Design program_counter, sky130hd; sources not shown.
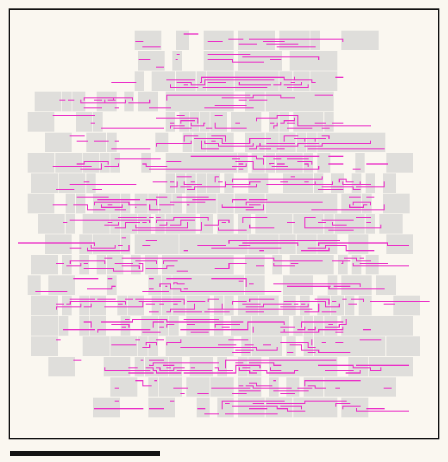
run_1/layer_met1.png
The bar under the picture is 20 um long. Cells faint in the background.
The layer holds 39% of the routed length. 226 nets have wire on it. The layer carries 1470 um of wire. The wires run mostly horizontal. The longest straight run is 20.2 um.
final WL: 3750 um
grt met1 use: 25.9%

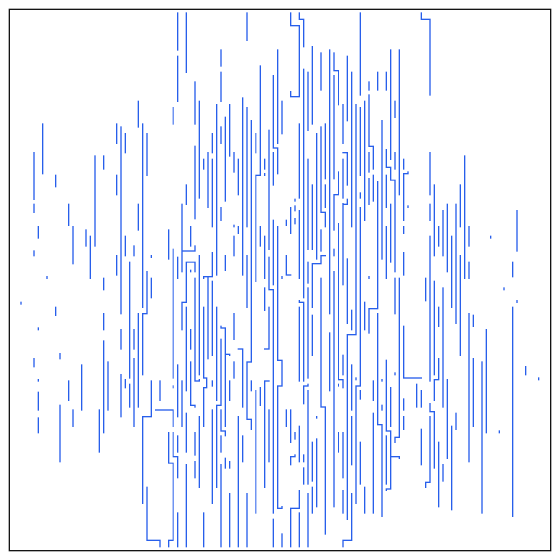
run_1/layer_met2.png
The layer holds 51% of the routed length. The longest straight run is 27.9 um. The wires run mostly vertical. 221 nets have wire on it.
Via Count: 1368
met2 Use GR: 35.6%

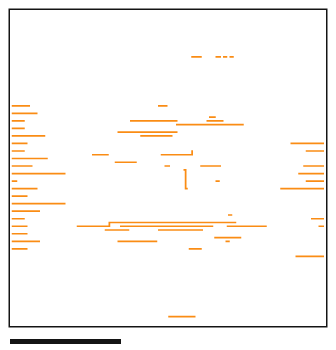
run_1/layer_met3.png
The bar under the picture is 20 um long.
The longest straight run is 22.8 um. 50 nets have wire on it. The layer holds 6.9% of the routed length. The wires run mostly horizontal. The layer carries 260 um of wire.
M3 GR Usage: 3.17%

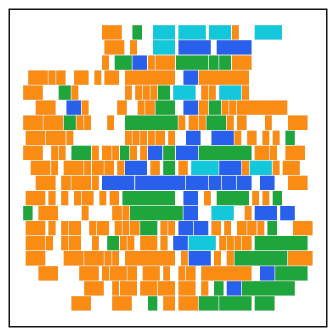
run_1/sizes.png
_6 and larger: marked cyan, cells 11, share 4.6%, most used buf_6. _2 cells: marked green, cells 35, share 15%. _3 and _4 cells: marked blue, cells 29, share 12%, most used buf_4. _0 and _1 cells: marked orange, cells 163, share 68%, most used nand2_1.
Non-clk bufs: 74
post-route cell area: 1900 um^2
slack of the critical path: -147 ps
Layout area overhead: 87.2%

==> impl_metrics.toml, run 1 <==
# physical design summary
[clock_tree]
max-clock-path-buffers = 2
h-tree-depth = 1
numCtsBuffers = 3

[critical_path]
cp-end-kind = "primary output"
worst-path-stages = 7
critPathLaunchType = "flip-flop"
crit_path_top_delay_cell = "dfrtp_2"
crit_family = "buffers and inverters"
cp.buffers_inverters = 4

[final_timing]
setup_violations = 7
worst_slew_pin_slew_ps = 585
finalCritPeriodShare_pct = 109
setup_slack_ps = -147

[layout]
final.fill_count = 215
final_util_pct = 70.1

[routing]
dr.pass1.iters = 4
drc_errors = 0

[place]
dp_hpwl_um = 2170
place.gp.congestion = 0.822
numPortBuffers = 49

[logic_synthesis]
ys_sh_xor_pct = 3.45
async_reset_ff_share_pct = 100
top_cell_area_share_pct = 29.6
ff_type = "dfrtp_1"
synthesis.nets = 215
yosys.cell_types.count = 24
topCellsByArea = "dfrtp_1, nand2_1, nand3_1, inv_1, nand4_1"
yosys.area_share.aoi_pct = 8.88

[status]
violations = "setup timing"
status = "complete, but fails checks"

[die]
die-width_um = 57.1

[power]
ir_drop_mv = 0.817

[flow_run]
maxCapViolations = 0
run 1: final cells by class:
type / instances / area (um^2) / area share (%)
repair buffers: 71 / 638 / 33.6
inverters: 20 / 77.6 / 4.08
plain buffers: 3 / 17.5 / 0.922
multi-input cells: 128 / 763 / 40.2
clock buffers: 4 / 55.1 / 2.90
well taps: 31 / 38.8 / 2.04
flip-flops and latches: 12 / 309 / 16.3
run 1: cells in the final DEF, fill, tap and decap left out:
cell type	count
dlygate4sd2_1	7
dlygate4sd3_1	2
xnor2_2	1
or2_2	2
clkbuf_8	4
clkinv_1	1
nand3b_1	2
clkbuf_2	2
o21bai_1	1
clkdlybuf4s50_1	31
a21oi_4	1
nand3_4	1
nand4_1	6
buf_4	17
o21ai_2	2
dfrtp_1	5
ha_4	1
buf_6	7
a21oi_1	5
inv_1	18
dfrtp_2	7
o21ai_0	2
o2111ai_1	1
nand3_1	14
nand2_4	3
nor2_4	4
dlymetal6s2s_1	1
buf_2	7
nand3_2	5
o21ai_1	1
nor3_4	1
xor2_2	3
nand2_1	60
nor2_1	6
nand2_2	6
inv_4	1
run 1: cells by family (layout without fill, tap and decap cells):
group,count (synthesis),after routing
simple gates,110,110
buf+inv,23,98
compound gates,13,13
flops,12,12
xor+xnor,4,4
fa+ha+maj,1,1
run 1: layer usage:
metal	global-route usage (%)	vias up	routed length (um)
met4	11.6	0	129
met2	35.6	77	1900
met1	25.9	611	1470
met5	0	-	0
met3	3.17	11	260
li1	-	669	-
run 1: power by group:
part / internal [W] / total, W / switching (W) / leakage, nW
logic: 0.000605 / 0.00115 / 0.000549 / 0.783
registers: 0.000391 / 0.000496 / 0.000105 / 0.141
clock network: 0.000219 / 0.000355 / 0.000136 / 0.0288
total: 0.00121 / 0.00200 / 0.000790 / 0.952
run_1/clocks.png
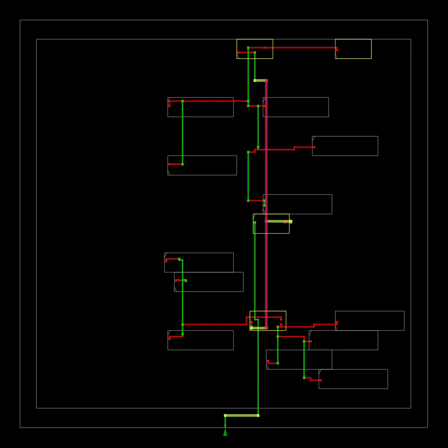

==> run 1 -> run 2 <==
Settings changed: CORE_ASPECT_RATIO from default to 1.1, PLACE_DENSITY 0.83 to default, PLACE_DENSITY_LB_ADDON from default to 0.05, SKIP_LAST_GASP from default to 1.
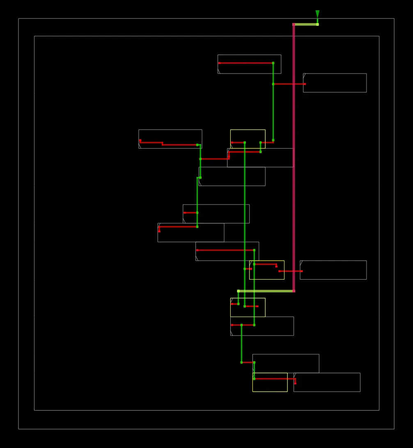
run_2/clocks.png
seq_cells: 12
clk latency late pin: 240 ps
layout clock buffer count: 4
Clk. pwr: 0.000330 W

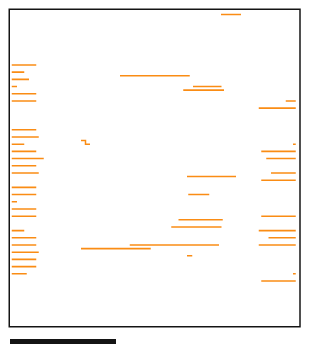
run_2/layer_met3.png
The bar under the picture is 20 um long.
The layer carries 247 um of wire. The wires run mostly horizontal. The layer holds 7.2% of the routed length.
Via Count: 1311
M3 GR Usage: 2.25%
final WL: 3440 um

==> impl_metrics.toml, run 2 <==
# physical design summary
[die]
die-width_um = 54.6

[final_timing]
setup_violations = 8
setup_slack_ps = -122
finalCritPeriodShare_pct = 108
worst_slew_pin_slew_ps = 570

[place]
dp_hpwl_um = 2320
place.gp.congestion = 0.765
numPortBuffers = 49

[layout]
syn_to_final_growth_pct = 80.6
lay_top_count = "nand2_1"
final_cell_mix = "nand2_1, clkdlybuf4s50_1, inv_1, nand3_1, buf_4"
seq_area_um2 = 309
fin_area_um2 = 1830
final.fill_count = 241

[clock_tree]
max-clock-path-buffers = 2
numCtsBuffers = 3

[critical_path]
cp-end-kind = "primary output"
crit_path_top_delay_cell = "dfrtp_2"
critPathLaunchType = "flip-flop"

[logic_synthesis]
top_cell_area_share_pct = 29.6
async_reset_ff_share_pct = 100
yosys.cell_types.count = 24
ff_type = "dfrtp_1"
topCellsByArea = "dfrtp_1, nand2_1, nand3_1, inv_1, nand4_1"

[routing]
drc_errors = 0

[status]
status = "complete, but fails checks"
violations = "setup timing"

[flow_run]
maxCapViolations = 0

[power]
ir_drop_mv = 0.710
[run 2: cell types whose count changed in the layout (fill, tap and decap cells not counted), moves of 2 or more]
| cell | change |
|---|---|
| nand3_1 | +3 |
| dlygate4sd2_1 | -2 |
| nand2_1 | +3 |
| nand3_2 | -3 |
| buf_4 | -5 |
| clkdlybuf4s50_1 | -2 |
| nand2_2 | -3 |
| dlymetal6s2s_1 | +4 |
[run 2: logic make-up (layout without fill, tap and decap cells)]
logic type	count (synthesis)	after routing	share of synthesized area [%]
flip-flops	12	12	29.6
XOR/XNOR	4	4	3.45
buffers and inverters	23	92	9.12
AND-OR/OR-AND	13	13	8.88
adder cells (fa/ha/maj)	1	1	1.23
AND/OR/NAND/NOR	110	110	47.7
[run 2: layout make-up]
type | count | area share, %
plain buffers | 3 | 0.956
repair buffers | 65 | 32.8
clock buffers | 4 | 3.00
flip-flops and latches | 12 | 16.9
well taps | 33 | 2.25
multi-input cells | 128 | 40.0
inverters | 20 | 4.10
[run 2: worst max-delay path: cells and delay by family (launching register included)]
kind          cells  cell delay (ps)
fa+ha+maj         1              190
buf+inv           2              210
flops             1              430
simple gates      3              330
[run 2: what timing repair did]
action,in CTS,in global routing
setup endpoints to repair,13,21
buffers inserted,13,3
pin swaps,9,8
gates resized,55,23
[run 2: routing by layer]
metal / wire [um] / GRT usage (%)
met3: 246 / 2.25
met1: 1360 / 27.6
met5: 0 / 0
met4: 53 / 9.64
met2: 1780 / 35.9
[run 2: power by group]
| part | switching, W | leakage [nW] | internal, W |
|---|---|---|---|
| clock | 0.000113 | 0.0288 | 0.000217 |
| combinational | 0.000478 | 0.777 | 0.000550 |
| sequential | 0.000112 | 0.141 | 0.000391 |
No activity file was given, so power comes from the tool's default toggle rates.
